--- src/rtl/reaction_timer_ctrl.sv ---
// Reaction-time game controller: random pre-stimulus delay, lamp, ms measurement,
// false-start and timeout detection. Upstream LFSR is frozen only while seeding.
module reaction_timer_ctrl #(
   parameter int unsigned CLKS_PER_MS  = 50000,
   parameter int unsigned MIN_DELAY_MS = 1000,
   parameter int unsigned DELAY_SHIFT  = 2
) (
   input  logic        clk,
   input  logic        reset,
   input  logic        start,
   input  logic        react,
   input  logic [7:0]  rand_val,
   input  logic        rand_valid,
   output logic        lfsr_stop,
   output logic        led,
   output logic [13:0] result_ms,
   output logic        done,
   output logic        false_start,
   output logic        timeout
);

   localparam int unsigned MS_W    = 14;
   localparam int unsigned MS_MAX  = 9999;
   localparam int unsigned PS_W    = (CLKS_PER_MS > 1) ? $clog2(CLKS_PER_MS) : 1;
   localparam int unsigned DLY_MAX = MIN_DELAY_MS + (255 << DELAY_SHIFT);
   localparam int unsigned DLY_W   = $clog2(DLY_MAX + 1);

   typedef enum logic [2:0] {
      S_IDLE  = 3'd0,
      S_SEED  = 3'd1,
      S_WAIT  = 3'd2,
      S_GO    = 3'd3,
      S_DONE  = 3'd4,
      S_FALSE = 3'd5
   } state_t;

   state_t            state_q, state_d;
   logic              start_q, react_q;
   logic [PS_W-1:0]   ps_q, ps_d;
   logic [DLY_W-1:0]  dly_q, dly_d;
   logic [MS_W-1:0]   ms_q, ms_d;
   logic [MS_W-1:0]   result_d;
   logic              lfsr_stop_d, led_d, done_d, false_start_d, timeout_d;
   logic              start_press, react_press, timing, tick;

   // Button presses are rising edges against the previous registered sample.
   assign start_press = start & ~start_q;
   assign react_press = react & ~react_q;

   assign timing = (state_q == S_WAIT) || (state_q == S_GO);
   assign tick   = timing && (ps_q == PS_W'(CLKS_PER_MS - 1));

   // Next-state, counters and registered-output next values.
   always_comb begin
      state_d       = state_q;
      ps_d          = '0;
      dly_d         = dly_q;
      ms_d          = ms_q;
      result_d      = result_ms;
      done_d        = done;
      false_start_d = false_start;
      timeout_d     = timeout;

      if (timing && !tick) begin
         ps_d = ps_q + PS_W'(1);
      end

      case (state_q)
         S_IDLE, S_DONE, S_FALSE: begin
            if (start_press) begin
               state_d       = S_SEED;
               result_d      = '0;
               done_d        = 1'b0;
               false_start_d = 1'b0;
               timeout_d     = 1'b0;
            end
         end
         S_SEED: begin
            if (rand_valid) begin
               dly_d   = DLY_W'(MIN_DELAY_MS) + (DLY_W'(rand_val) << DELAY_SHIFT);
               state_d = S_WAIT;
            end
         end
         S_WAIT: begin
            // A premature press outranks a tick landing in the same cycle.
            if (react_press) begin
               state_d       = S_FALSE;
               false_start_d = 1'b1;
               ps_d          = '0;
            end else if (tick) begin
               if (dly_q == DLY_W'(1)) begin
                  state_d = S_GO;
                  ms_d    = '0;
               end else begin
                  dly_d = dly_q - DLY_W'(1);
               end
            end
         end
         S_GO: begin
            if (react_press) begin
               result_d = ms_q;
               done_d   = 1'b1;
               state_d  = S_DONE;
               ps_d     = '0;
            end else if (tick) begin
               if (ms_q == MS_W'(MS_MAX - 1)) begin
                  result_d  = MS_W'(MS_MAX);
                  done_d    = 1'b1;
                  timeout_d = 1'b1;
                  state_d   = S_DONE;
               end else begin
                  ms_d = ms_q + MS_W'(1);
               end
            end
         end
         default: begin
            state_d = S_IDLE;
         end
      endcase

      lfsr_stop_d = (state_d == S_SEED);
      led_d       = (state_d == S_GO);
   end

   // State, counters, edge-detector samples and registered outputs.
   always_ff @(posedge clk or posedge reset) begin
      if (reset) begin
         state_q     <= S_IDLE;
         start_q     <= 1'b1;
         react_q     <= 1'b1;
         ps_q        <= '0;
         dly_q       <= '0;
         ms_q        <= '0;
         lfsr_stop   <= 1'b0;
         led         <= 1'b0;
         result_ms   <= '0;
         done        <= 1'b0;
         false_start <= 1'b0;
         timeout     <= 1'b0;
      end else begin
         state_q     <= state_d;
         start_q     <= start;
         react_q     <= react;
         ps_q        <= ps_d;
         dly_q       <= dly_d;
         ms_q        <= ms_d;
         lfsr_stop   <= lfsr_stop_d;
         led         <= led_d;
         result_ms   <= result_d;
         done        <= done_d;
         false_start <= false_start_d;
         timeout     <= timeout_d;
      end
   end

endmodule

--- config.mk ---
export PLATFORM = sky130hd
export DESIGN_NAME = reaction_timer_ctrl
export DESIGN_NICKNAME = d
export VERILOG_FILES = /design/src/rtl/reaction_timer_ctrl.sv
export SDC_FILE = /design/constraint.sdc
export NUM_CORES = 1
export LEC_CHECK = 0
export CORE_AREA = 2 2 85 87
export CTS_CLUSTER_SIZE = 40
export DETAILED_ROUTE_END_ITERATION = 8
export DIE_AREA = 0 0 87 89
export GPL_TIMING_DRIVEN = 0
export PLACE_DENSITY = 0.8
export SYNTH_ARGS = -nofsm -noshare
export SYNTH_HDL_FRONTEND = slang
export SYNTH_SLANG_ARGS = --single-unit
--- constraint.sdc ---
create_clock -name clk -period 2.33 [get_ports clk]
set_clock_uncertainty 0.1 [all_clocks]
set_input_delay 0.466 -clock clk [delete_from_list [all_inputs] [get_ports clk]]
set_output_delay 0.466 -clock clk [all_outputs]
set_load 0.1 [all_outputs]
**Metal 2**

Drawn at 4 px/um. Cells faint in the background.
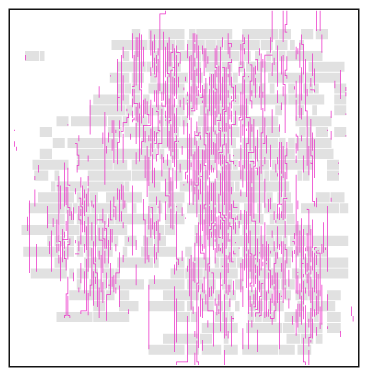
The layer carries 3880 um of wire. 375 nets have wire on it. The wires run mostly vertical. The longest straight run is 29.6 um.

**Close-up of the layout**

Window x 24 to 64, y 24 to 64 um. Cells in gray, sequential cells in the stronger gray; small squares are vias.
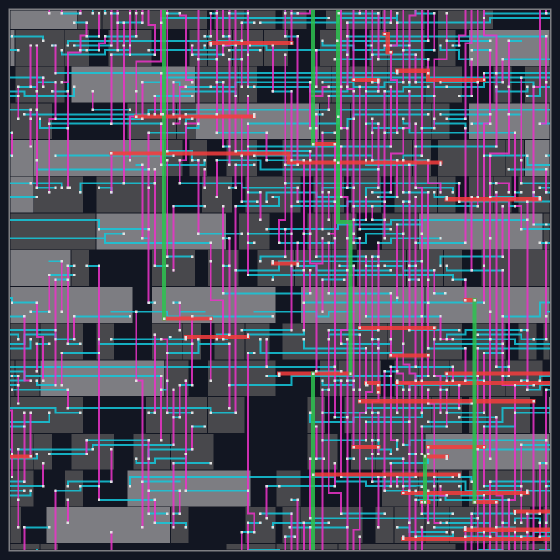
Key: metal 4 = green; metal 1 = cyan; metal 3 = red; metal 2 = magenta
Netlist names of flops here include ms_q (5), ps_q (5), state_q (3). 137 logic cells have their middle in the window. Most frequent: dfrtp_1 (14), nand2_1 (12), nor2_1 (10). Sequential cells in the window: 16.

**Routed metal, one color a layer**

Drawn at 4 px/um. Two of the layers only.
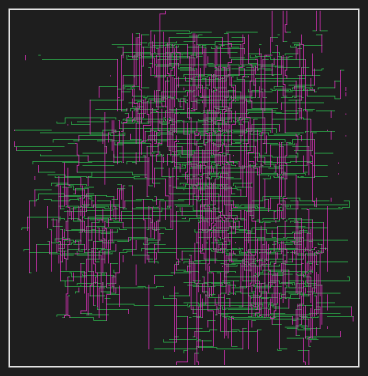
Key: metal 1 = green [wire length 3850 um]; metal 2 = magenta [wire length 3880 um]
wire per inst: 16.5 um
routed vias: 3093
Global Route Usage Sum: 22.0%
Detailed Route WL: 8.35 mm

==> run_results.csv <==
group,metric,value,unit
outcome,status,"complete, but fails checks",
outcome,violations,"negative setup slack",
pwr,cellLeakagePower,0.00182,uW
synth,ff_type,"dfrtp_1",
synth,synth_cells,368,
timing,finalHoldViolCount,0,
placed_design,place_congestion,0.873,
timing,setup_slack,-0.0207,ns
floorplan,core,6720,sq um
timing,setup_violations,1,
setup_path,path_buffers,2,
synth,syn_avg_cell_area,9.40,sq um
setup_path,startpoint,"state_q[0]",
cells_and_area,nNetsFinal,439,
synth,simple_gate_area_share,24.6,%
placed_design,placed_area,3890,sq um
clock_network,clock_path_buffers,2,
setup_path,cp_max_fo,8,
synth,ys_area,3460,sq um
timing,slew_headroom,34.8,%
global_route,grt_remaining_overflow,0,
timing,fmax,0.425,GHz
clock_network,numCtsBuffers,9,
clock_network,root_buffer,"clkbuf_8",
**Placed standard cells**

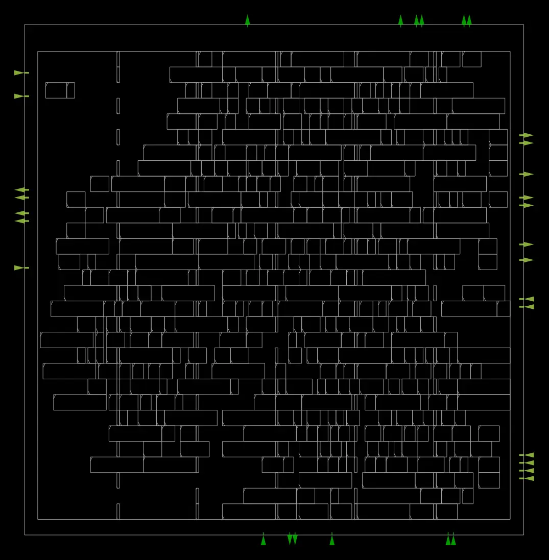
sequential cell area share: 38.1%
Filler Cells Inserted: 522

**Ports around the boundary**

Drawn at 6 px/um. Pins as bars across the die edge, other pins in gray.
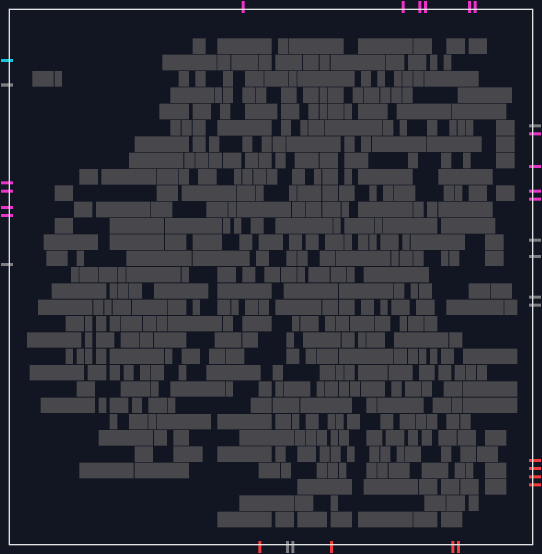
Key: clk = cyan [pins 1, direction input, edge west]; result_ms = magenta [pins 14, direction output, edge 6 north, 4 east, 4 west]; rand_val = red [pins 8, direction input, edge 4 south, 4 east]
Die Width: 87 um
PortBufs: 31
Die Height: 89 um

through the flow:
stage	TNS (ns)	util [%]	total power, uW	cells	hold slack [ns]
6_report	-0.0207	63.8	4200	505	0.368
5_1_grt	-0.161	63.8	4410	505	0.392
4_1_cts	0	61.8	4160	495	0.366
3_5_place_dp	-13.60	57.9	3100	480	0.356
3_3_place_gp	-72.20	57.6	3060	479	0.355
2_1_floorplan	0	-	2700	368	0.333
layout make-up:
cell class                 instances  area [sq um]
fill                             522          2430
sequential                        65          1630
buffer                            16          91.3
tap                               80           100
multi-input combinational        274          1800
inverter                          11          41.3
clock buffer                       9           124
timing repair buffer              43           389
clock inverter                     7           103
Power is estimated from default activity; no workload was simulated.
